===== config.mk =====
export PLATFORM = sky130hd
export DESIGN_NAME = fifo_wr_ctrl
export DESIGN_NICKNAME = d
export VERILOG_FILES = /design/src/rtl/fifo_pkg.sv /design/src/rtl/fifo_bin2gray.sv /design/src/rtl/fifo_wr_ctrl.sv
export SDC_FILE = /design/constraint.sdc
export NUM_CORES = 1
export LEC_CHECK = 0
export CORE_MARGIN = 2
export CORE_UTILIZATION = 45
export DETAILED_ROUTE_END_ITERATION = 12
export PLACE_DENSITY = 0.78
export SETUP_SLACK_MARGIN = 0.05
export SYNTH_ARGS = -nofsm -noshare
export SYNTH_HDL_FRONTEND = slang
export SYNTH_SLANG_ARGS = --single-unit

===== constraint.sdc =====
create_clock -name wr_clk -period 3.1 [get_ports wr_clk]
set_clock_uncertainty 0.15 [all_clocks]
set_input_delay 0.465 -clock wr_clk [delete_from_list [all_inputs] [get_ports wr_clk]]
set_output_delay 0.465 -clock wr_clk [all_outputs]
set_load 0.01 [all_outputs]

===== src/rtl/fifo_pkg.sv =====
// Shared FIFO definitions: depth and pointer-width derivation plus the
// binary-to-Gray helper, used by both the write and the read controller.
package fifo_pkg;

  localparam int DEFAULT_RAM_ADDR_WIDTH = 5;
  localparam int MAX_PTR_WIDTH          = 32;

  // Number of storage units addressed by an address of the given width.
  function automatic int fifo_depth(input int addrWidth);
    return 1 << addrWidth;
  endfunction

  // Pointers carry one extra wrap bit so full and empty can be told apart.
  function automatic int ptr_width(input int addrWidth);
    return addrWidth + 1;
  endfunction

  // Reflected binary Gray code of a pointer value.
  function automatic logic [MAX_PTR_WIDTH-1:0] bin2gray(input logic [MAX_PTR_WIDTH-1:0] bin);
    return bin ^ (bin >> 1);
  endfunction

endpackage


===== src/rtl/fifo_bin2gray.sv =====
// Purely combinational binary-to-Gray encoder of configurable width.
module fifo_bin2gray #(
  parameter int WIDTH = 6
) (
  input  logic [WIDTH-1:0] bin_i,
  output logic [WIDTH-1:0] gray_o
);

  // Each Gray bit is the XOR of a binary bit and its upper neighbour.
  assign gray_o = bin_i ^ (bin_i >> 1);

endmodule


===== src/rtl/fifo_wr_ctrl.sv =====
// Write-side controller of an asynchronous FIFO: write pointer (binary and
// Gray), full / programmable-full flags and write-side occupancy.
// Optional feature macro: FIFO_WR_OVERFLOW_EN enables the overflow pulse and
// the sticky overflow flag; without it those outputs are constant 0.
module fifo_wr_ctrl
  import fifo_pkg::*;
#(
  parameter int RAM_ADDR_WIDTH   = DEFAULT_RAM_ADDR_WIDTH,
  parameter int WR_CNT_WIDTH     = RAM_ADDR_WIDTH + 1,
  parameter int WR_IND           = 1,
  parameter int PROG_FULL_THRESH = fifo_depth(RAM_ADDR_WIDTH) - 4
) (
  input  logic                      wr_clk,
  input  logic                      wr_rst,
  input  logic                      wr_en,
  input  logic [RAM_ADDR_WIDTH:0]   rd_ptr_sync,
  input  logic                      ovf_clr,
  output logic [RAM_ADDR_WIDTH:0]   wr_ptr,
  output logic [RAM_ADDR_WIDTH:0]   wr_ptr_gray,
  output logic                      ram_wr_en,
  output logic                      fifo_full,
  output logic                      prog_full,
  output logic [WR_CNT_WIDTH-1:0]   wr_data_count,
  output logic                      overflow,
  output logic                      ovf_sticky
);

  localparam int PTR_WIDTH = ptr_width(RAM_ADDR_WIDTH);
  localparam int DEPTH     = fifo_depth(RAM_ADDR_WIDTH);

  localparam logic [PTR_WIDTH-1:0] FULL_LIMIT = PTR_WIDTH'(DEPTH - WR_IND);
  localparam logic [PTR_WIDTH-1:0] PROG_LIMIT = PTR_WIDTH'(PROG_FULL_THRESH);
  localparam logic [PTR_WIDTH-1:0] PTR_STEP   = PTR_WIDTH'(WR_IND);

  logic [PTR_WIDTH-1:0] wrPtr_q;
  logic [PTR_WIDTH-1:0] wrPtr_d;
  logic [PTR_WIDTH-1:0] wrPtrGray_q;
  logic [PTR_WIDTH-1:0] wrPtrGray_d;
  logic [PTR_WIDTH-1:0] wrRamCnt;
  logic                 progFull_q;
  logic                 fullNow;
  logic                 ramWrEn;

  // Occupancy is the modular pointer distance, so a wrapped write pointer
  // still yields a small positive count.
  assign wrRamCnt = wrPtr_q - rd_ptr_sync;

  // Full as soon as one more write of WR_IND units would not fit; this looks
  // at the live read pointer so a same-cycle read frees space immediately.
  assign fullNow  = wrRamCnt > FULL_LIMIT;
  assign ramWrEn  = wr_en & ~fullNow;
  assign wrPtr_d  = ramWrEn ? wrPtr_q + PTR_STEP : wrPtr_q;

  // The Gray pointer is encoded from the next binary value so it is
  // registered in step with wr_ptr rather than lagging by a cycle.
  fifo_bin2gray #(
    .WIDTH (PTR_WIDTH)
  ) u_bin2gray (
    .bin_i  (wrPtr_d),
    .gray_o (wrPtrGray_d)
  );

  // Pointer and almost-full state; prog_full deliberately sees the current
  // occupancy and presents it one cycle later.
  always_ff @(posedge wr_clk or posedge wr_rst) begin
    if (wr_rst) begin
      wrPtr_q     <= '0;
      wrPtrGray_q <= '0;
      progFull_q  <= 1'b0;
    end else begin
      wrPtr_q     <= wrPtr_d;
      wrPtrGray_q <= wrPtrGray_d;
      progFull_q  <= (wrRamCnt >= PROG_LIMIT);
    end
  end

`ifdef FIFO_WR_OVERFLOW_EN
  logic overflow_q;
  logic ovfSticky_q;
  logic ovfEvent;

  assign ovfEvent = wr_en & fullNow;

  // A rejected write produces a one-cycle pulse and latches the sticky flag;
  // a new overflow outranks a clear arriving in the same cycle.
  always_ff @(posedge wr_clk or posedge wr_rst) begin
    if (wr_rst) begin
      overflow_q  <= 1'b0;
      ovfSticky_q <= 1'b0;
    end else begin
      overflow_q <= ovfEvent;
      if (ovfEvent) begin
        ovfSticky_q <= 1'b1;
      end else if (ovf_clr) begin
        ovfSticky_q <= 1'b0;
      end
    end
  end

  assign overflow   = overflow_q;
  assign ovf_sticky = ovfSticky_q;
`else
  logic ovfClr_unused;

  // Overflow reporting is compiled out: the ports stay, the flags read 0
  // and the clear input has nothing to act on.
  assign ovfClr_unused = ovf_clr;
  assign overflow      = 1'b0;
  assign ovf_sticky    = 1'b0;
`endif

  assign wr_ptr        = wrPtr_q;
  assign wr_ptr_gray   = wrPtrGray_q;
  assign prog_full     = progFull_q;
  assign ram_wr_en     = ramWrEn;
  assign fifo_full     = fullNow;
  assign wr_data_count = wrRamCnt[RAM_ADDR_WIDTH -: WR_CNT_WIDTH];

endmodule


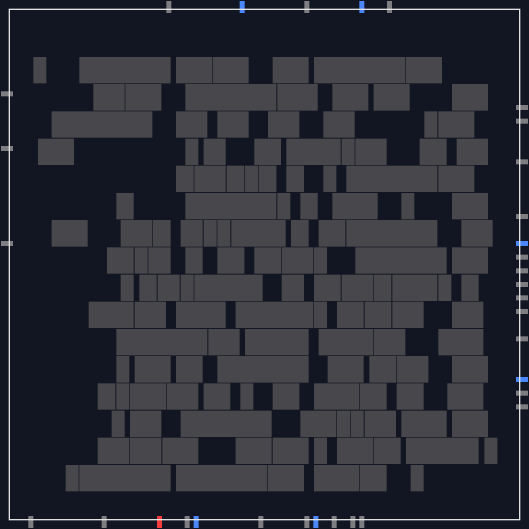
(ports around the boundary)
Scale: 10 px per um. Pins as bars across the die edge, other pins in gray.
legend:
  red:
    port: wr_clk
    pins: 1
    direction: input
    edge: south
  blue:
    port: wr_ptr
    pins: 6
    direction: output
    edge: 2 south, 2 east, 2 north

==> notes.md <==
Numbers from the implementation run.

The sum of routed wire segments on met1 is ~880 um. met1 track demand over resource after global routing is between 20 and 25%. The maximum clock frequency is 0.340 GHz. The peak ir drop on the vdd network is roughly 0.64 mV.

Per the synthesis report, the XOR/XNOR share of the synthesized area is around 16%. Measured on the finished design, the core utilization comes to between 60% and 70%. The layout report lists the non-clock buffer share of cell area as ~26%. The top cell type by instance count after synthesis is sky130_fd_sc_hd__dfrtp_1.

The pre-antenna-repair detailed-routing pass consisted of 4 iterations. The critical path endpoint category is a primary output. The main area contributors are sky130_fd_sc_hd__dfrtp_1 (30%), sky130_fd_sc_hd__ha_1 (7.6%), sky130_fd_sc_hd__xnor2_1 (7.1%). The post-layout net count is between 150 and 200. The number of antenna violations at the first check in global routing came to 0. After routing the design area is around 0.0014 mm2. The horizontal die dimension reported for this design is 50.9 um.

The tap cell count is 27. The data required time at the worst endpoint is 2.48 ns. The stat command in Yosys gives a chip area of ~990 um2. In this run, post-CTS hold repair placed 0 buffers. The total clock buffers created by CTS is 3.

In this run the top signal layer used is met4. The number of synthesized register bits is 12. Along the worst path, the maximum fanout reaches 3. Routing resource usage on met3 recorded by global route was about 1.8%.

In this run the deepest clock path goes through 2 buffers. The flow ran to the end, and the final reports show no timing, DRC or antenna violations. The logic share of the area is 44.5%. The most used flip-flop cell after synthesis is sky130_fd_sc_hd__dfrtp_1. The layout has 39 buffers outside the clock class. In the final timing run, aggregate negative setup slack is 0 ns.
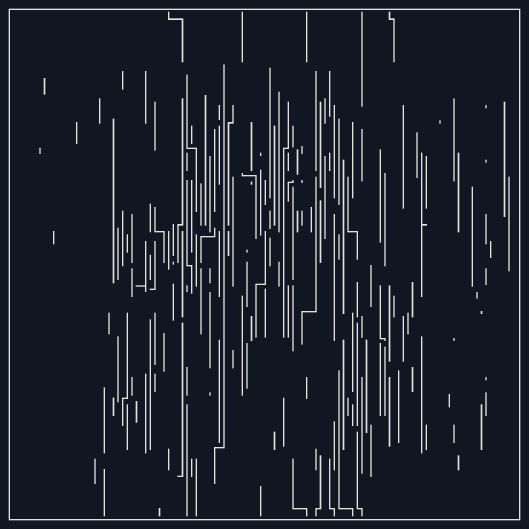
(metal 2)
Scale: 10 px per um.
wire length on this layer: 1050 um
longest straight run: 38.2 um

[final timing paths]
kind                       slack, ns              to           start
min reg2reg                     0.48       wr_ptr[4]       wr_ptr[4]
max reg2reg                     0.54  wr_ptr_gray[2]       wr_ptr[1]
min in group wr_clk             0.48       wr_ptr[4]       wr_ptr[4]
max in group asynchronous       2.11       wr_ptr[0]          wr_rst
max                             0.16       fifo_full  rd_ptr_sync[1]
min                             0.35  wr_ptr_gray[3]          wr_rst
[sequential cells by signal, summed over array words and instances (netlist names)]
register	flops
prog_full	1
wr_ptr_gray	6
wr_ptr	5
[logic make-up (layout without fill, tap and decap cells)]
family	count (synthesis)	after routing
and+or+nand+nor	25	25
AOI/OAI and AO/OA	21	21
buffers and inverters	17	53
xor gates and xnor gates	16	16
DFF	12	12
adders and majority gates	7	7
muxes	3	3
other	1	2
No activity file was given, so power comes from the tool's default toggle rates.
